Design intan_spi_master, sky130hd; sources not shown.
==> run_1/closeup.png <==
Scale bar: 10 microns. Window x 47 to 72, y 23 to 48 microns. Cells in gray, sequential cells in the stronger gray; small squares are vias.
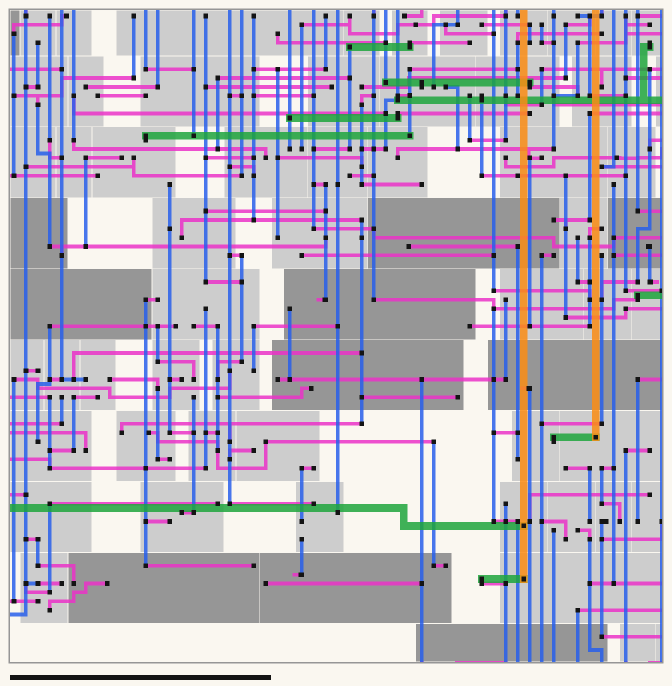
[M2] blue
[M1] magenta
[M4] orange
[M3] green
cells with their middle in the window: 59
sequential cells in the window: 8
most frequent: dfxtp_1 (8), nor3_1 (6), nand2_1 (5)

==> run_1/clock_wires.png <==
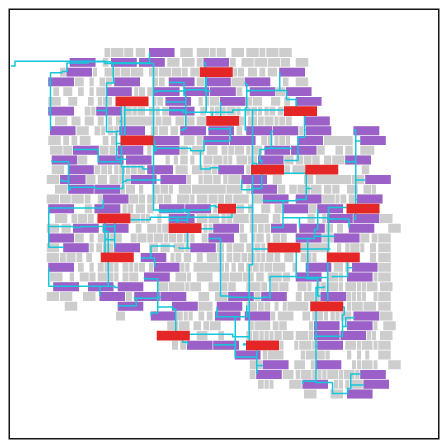
[flip-flops] purple | count: 124
[clock-net drivers] red | count: 17
[clock wires] cyan | length: 1410 microns
routed clock nets: 18
proportion of power drawn by the clock network: 0.482
clock latency of the later-clocked register in the worst-skew pair: 0.53 ns
clock group power: 1.10 mW

==> run_1/gates.png <==
Scale bar: 20 microns.
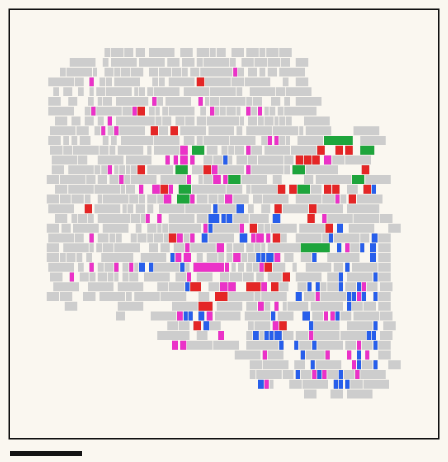
[mux cells] green | cells: 11 | most used: mux2i_1
[and/or cells] red | cells: 37 | most used: and3_1
[nand cells] blue | cells: 71 | most used: nand2_1
[nor cells] magenta | cells: 88 | most used: nor2_1
Finished Layout Cells: 820
logic share of the area: 0.3925
Commonest Layout Cell: sky130_fd_sc_hd__dfxtp_1

==> flow_summary.html <==
<h2>Synthesis and place &amp; route</h2>
<table>
<tr><th>Metric</th><th>Value</th></tr>
<tr><th colspan="2">Setup path</th></tr>
<tr><td>Logic depth of the worst register-to-register path</td><td>10</td></tr>
<tr><td>Startpoint types</td><td>flop</td></tr>
<tr><td>Setup crit end kind</td><td>primary output</td></tr>
<tr><td>CP bufs+invs</td><td>2</td></tr>
<tr><td>Slowest stage cell, crit path</td><td>sky130_fd_sc_hd__clkdlybuf4s50_1</td></tr>
<tr><td>Delay-heaviest family, CP</td><td>buffers and inverters</td></tr>
<tr><td>Highest net fanout along the worst path</td><td>18</td></tr>
<tr><td>CP Depth</td><td>3</td></tr>
<tr><td>Worst path max stage delay</td><td>1.18 ns</td></tr>
<tr><td>Required @ worst endpoint</td><td>3.57 ns</td></tr>
<tr><td>Worst path cell trace</td><td>or3_1 -&gt; inv_1 -&gt; clkdlybuf4s50_1</td></tr>
<tr><td>Critical path arrival</td><td>2.81 ns</td></tr>
<tr><th colspan="2">Final timing</th></tr>
<tr><td>Maximum frequency from static timing analysis</td><td>0.2194 GHz</td></tr>
<tr><td>Post-layout minimum cycle time</td><td>4.557 ns</td></tr>
<tr><td>Unrepaired setup endpoints after global routing</td><td>false</td></tr>
<tr><td>Slew Limit Fails</td><td>0</td></tr>
<tr><td>Final worst path period share</td><td>0.8566</td></tr>
<tr><td>Count of endpoints failing setup in the final report</td><td>0</td></tr>
<tr><td>Slew @ Worst Pin</td><td>1.025 ns</td></tr>
<tr><td>Final sum of negative setup slack</td><td>0 ns</td></tr>
<tr><td>Worst max-slew margin expressed relative to the limit</td><td>0.3143</td></tr>
<tr><td>Number of hold violations in the final report</td><td>0</td></tr>
<tr><td>Worst hold slack after final layout</td><td>0.3276 ns</td></tr>
<tr><th colspan="2">Power</th></tr>
<tr><td>Leak Pwr</td><td>2.398 nW</td></tr>
<tr><td>Maximum ir drop on the vdd rail</td><td>223.4 uV</td></tr>
<tr><th colspan="2">Synth</th></tr>
<tr><td>Top-area cell share</td><td>0.4576</td></tr>
<tr><td>Synth top cell by count</td><td>sky130_fd_sc_hd__dfxtp_1</td></tr>
<tr><td>Top logic cell family in the synthesized netlist</td><td>AND-OR/OR-AND gates</td></tr>
<tr><td>Share of synthesized area spent on multiplexers</td><td>0.02514</td></tr>
<tr><td>Gate count of the mapped netlist</td><td>634</td></tr>
<tr><td>Synthesized area per cell</td><td>8.557 sq um</td></tr>
<tr><td>EDFF count, synth</td><td>0</td></tr>
<tr><td>Fa+ha+maj area frac</td><td>0.01614</td></tr>
<tr><td>Register share after synthesis</td><td>0.4576</td></tr>
<tr><td>Cell count in the Yosys report</td><td>634</td></tr>
<tr><td>Synth Area in Simple Gates</td><td>0.1746</td></tr>
<tr><td>Post-synthesis sequential element count</td><td>124</td></tr>
<tr><td>Mapped Nets</td><td>666</td></tr>
<tr><td>Share of synthesized registers carrying an async set or reset</td><td>0</td></tr>
<tr><td>Main synth FF type</td><td>sky130_fd_sc_hd__dfxtp_1</td></tr>
<tr><td>Cell area after synthesis</td><td>5425 sq um</td></tr>
<tr><td>Area fraction in compound gates</td><td>0.2392</td></tr>
<tr><th colspan="2">Global route</th></tr>
<tr><td>Most crowded layer after global routing</td><td>met2</td></tr>
<tr><td>Met2 capacity usage during global routing</td><td>0.3181</td></tr>
<tr><td>Met1 Use GR</td><td>0.2334</td></tr>
<tr><td>Global-route wire length before repair</td><td>23450 microns</td></tr>
<tr><td>Fraction of met3 tracks used by global routing</td><td>0.05857</td></tr>
<tr><td>Largest net degree at the start of global routing</td><td>83</td></tr>
<tr><td>Via count of the first global-routing pass</td><td>4865</td></tr>
<tr><td>Overall routing resource usage</td><td>0.1962</td></tr>
<tr><td>Number of antenna violations at the first check in global routing</td><td>0</td></tr>
<tr><th colspan="2">Worst hold path</th></tr>
<tr><td>Hold/Removal Path Class</td><td>flop to flop</td></tr>
<tr><td>Hold path cells</td><td>1</td></tr>
<tr><th colspan="2">Job</th></tr>
<tr><td>Number of violations of the max-capacitance limit</td><td>0</td></tr>
<tr><td>Number of OpenROAD warnings</td><td>29</td></tr>
<tr><th colspan="2">CTS</th></tr>
<tr><td>CTS tree</td><td>yes</td></tr>
<tr><td>CTS Buf Count</td><td>17</td></tr>
<tr><td>Clock buffer depth</td><td>2</td></tr>
<tr><td>Clk sink count</td><td>124</td></tr>
<tr><td>Master cell of the clock root buffer</td><td>sky130_fd_sc_hd__clkbuf_8</td></tr>
<tr><th colspan="2">Layout</th></tr>
<tr><td>Combinational gate area</td><td>2606 sq um</td></tr>
<tr><td>Most used cells in the layout excluding fill and tap cells</td><td>sky130_fd_sc_hd__dfxtp_1, sky130_fd_sc_hd__nor2_1, sky130_fd_sc_hd__clkdlybuf4s50_1, sky130_fd_sc_hd__nand2_1, sky130_fd_sc_hd__a21oi_1</td></tr>
<tr><td>Utilization of the core after routing</td><td>0.6857</td></tr>
<tr><td>Count of nets after finishing</td><td>706</td></tr>
<tr><td>Number of diodes</td><td>0</td></tr>
<tr><td>Synthesis-to-finish area growth</td><td>22.39%</td></tr>
<tr><td>Final-layout fill cell count</td><td>702</td></tr>
<tr><td>Area occupied by registers</td><td>2482 sq um</td></tr>
<tr><td>Fraction of layout instances using a drive strength above 1</td><td>0.09025</td></tr>
<tr><th colspan="2">Floorplanning</th></tr>
<tr><td>Die Wd</td><td>119.3 microns</td></tr>
<tr><td>Number of I/O pins</td><td>63</td></tr>
<tr><td>Area of the die</td><td>14240 sq um</td></tr>
<tr><td>Floorplan utilization</td><td>0.5602</td></tr>
<tr><td>Y dimension of the die</td><td>119.3 microns</td></tr>
<tr><td>Row count</td><td>36</td></tr>
<tr><th colspan="2">Placed design</th></tr>
<tr><td>Tally of buffers added on design ports</td><td>62</td></tr>
<tr><td>HPWL after detailed placement</td><td>8402 microns</td></tr>
<tr><th colspan="2">Drt</th></tr>
<tr><td>Sum of routed wire length over all layers</td><td>13740 microns</td></tr>
<tr><td>Wirelength per Cell</td><td>16.75 microns</td></tr>
<tr><td>Remaining antenna violation count</td><td>0</td></tr>
<tr><td>Count of TritonRoute iterations in the first routing pass</td><td>5</td></tr>
<tr><td>Remaining DRCs</td><td>0</td></tr>
<tr><td>Total number of vias</td><td>4887</td></tr>
<tr><td>Average vias per placed instance</td><td>5.960</td></tr>
<tr><th colspan="2">Status</th></tr>
<tr><td>Outcome</td><td>finished, final reports clean</td></tr>
</table>
==> run 1: report_power, final <==
group	switching, mW	internal [mW]
clock network	0.460	0.636
logic	0.139	0.0686
registers	0.0195	0.949
total	0.619	1.65
==> run 1: area by class of cell <==
| type | instances | area share |
|---|---|---|
| Tap cell | 133 | 0.02506 |
| Clock inverter | 15 | 0.02242 |
| Inverter | 35 | 0.01979 |
| Sequential cell | 124 | 0.3738 |
| Multi-Input combinational cell | 424 | 0.3925 |
| Clock buffer | 17 | 0.06237 |
| Timing Repair Buffer | 72 | 0.1040 |
==> run 1: through the flow <==
step / cell area, sq um / instances / power (mW)
5_1_grt: 6640 / 820 / 2.350
3_3_place_gp: 6077 / 788 / 1.185
3_5_place_dp: 6077 / 788 / 1.190
4_1_cts: 6640 / 820 / 2.283
2_1_floorplan: 5425 / 634 / 1.134
6_report: 6640 / 820 / 2.272
==> run 1: layer usage <==
metal / wire, microns / vias up
li1: - / 2323
met1: 5719 / 2309
met2: 6663 / 215
met3: 996 / 40
met4: 357 / 0
met5: 0 / -
==> run 1: cell families (layout without fill, tap and decap cells) <==
family / after synthesis / in the layout
XOR/XNOR: 12 / 12
buffers and inverters: 86 / 139
multiplexers: 11 / 11
AND/OR/NAND/NOR: 196 / 196
AND-OR/OR-AND: 198 / 198
adder cells (fa/ha/maj): 7 / 7
flip-flops: 124 / 124
Power and IR drop assume default switching activity.
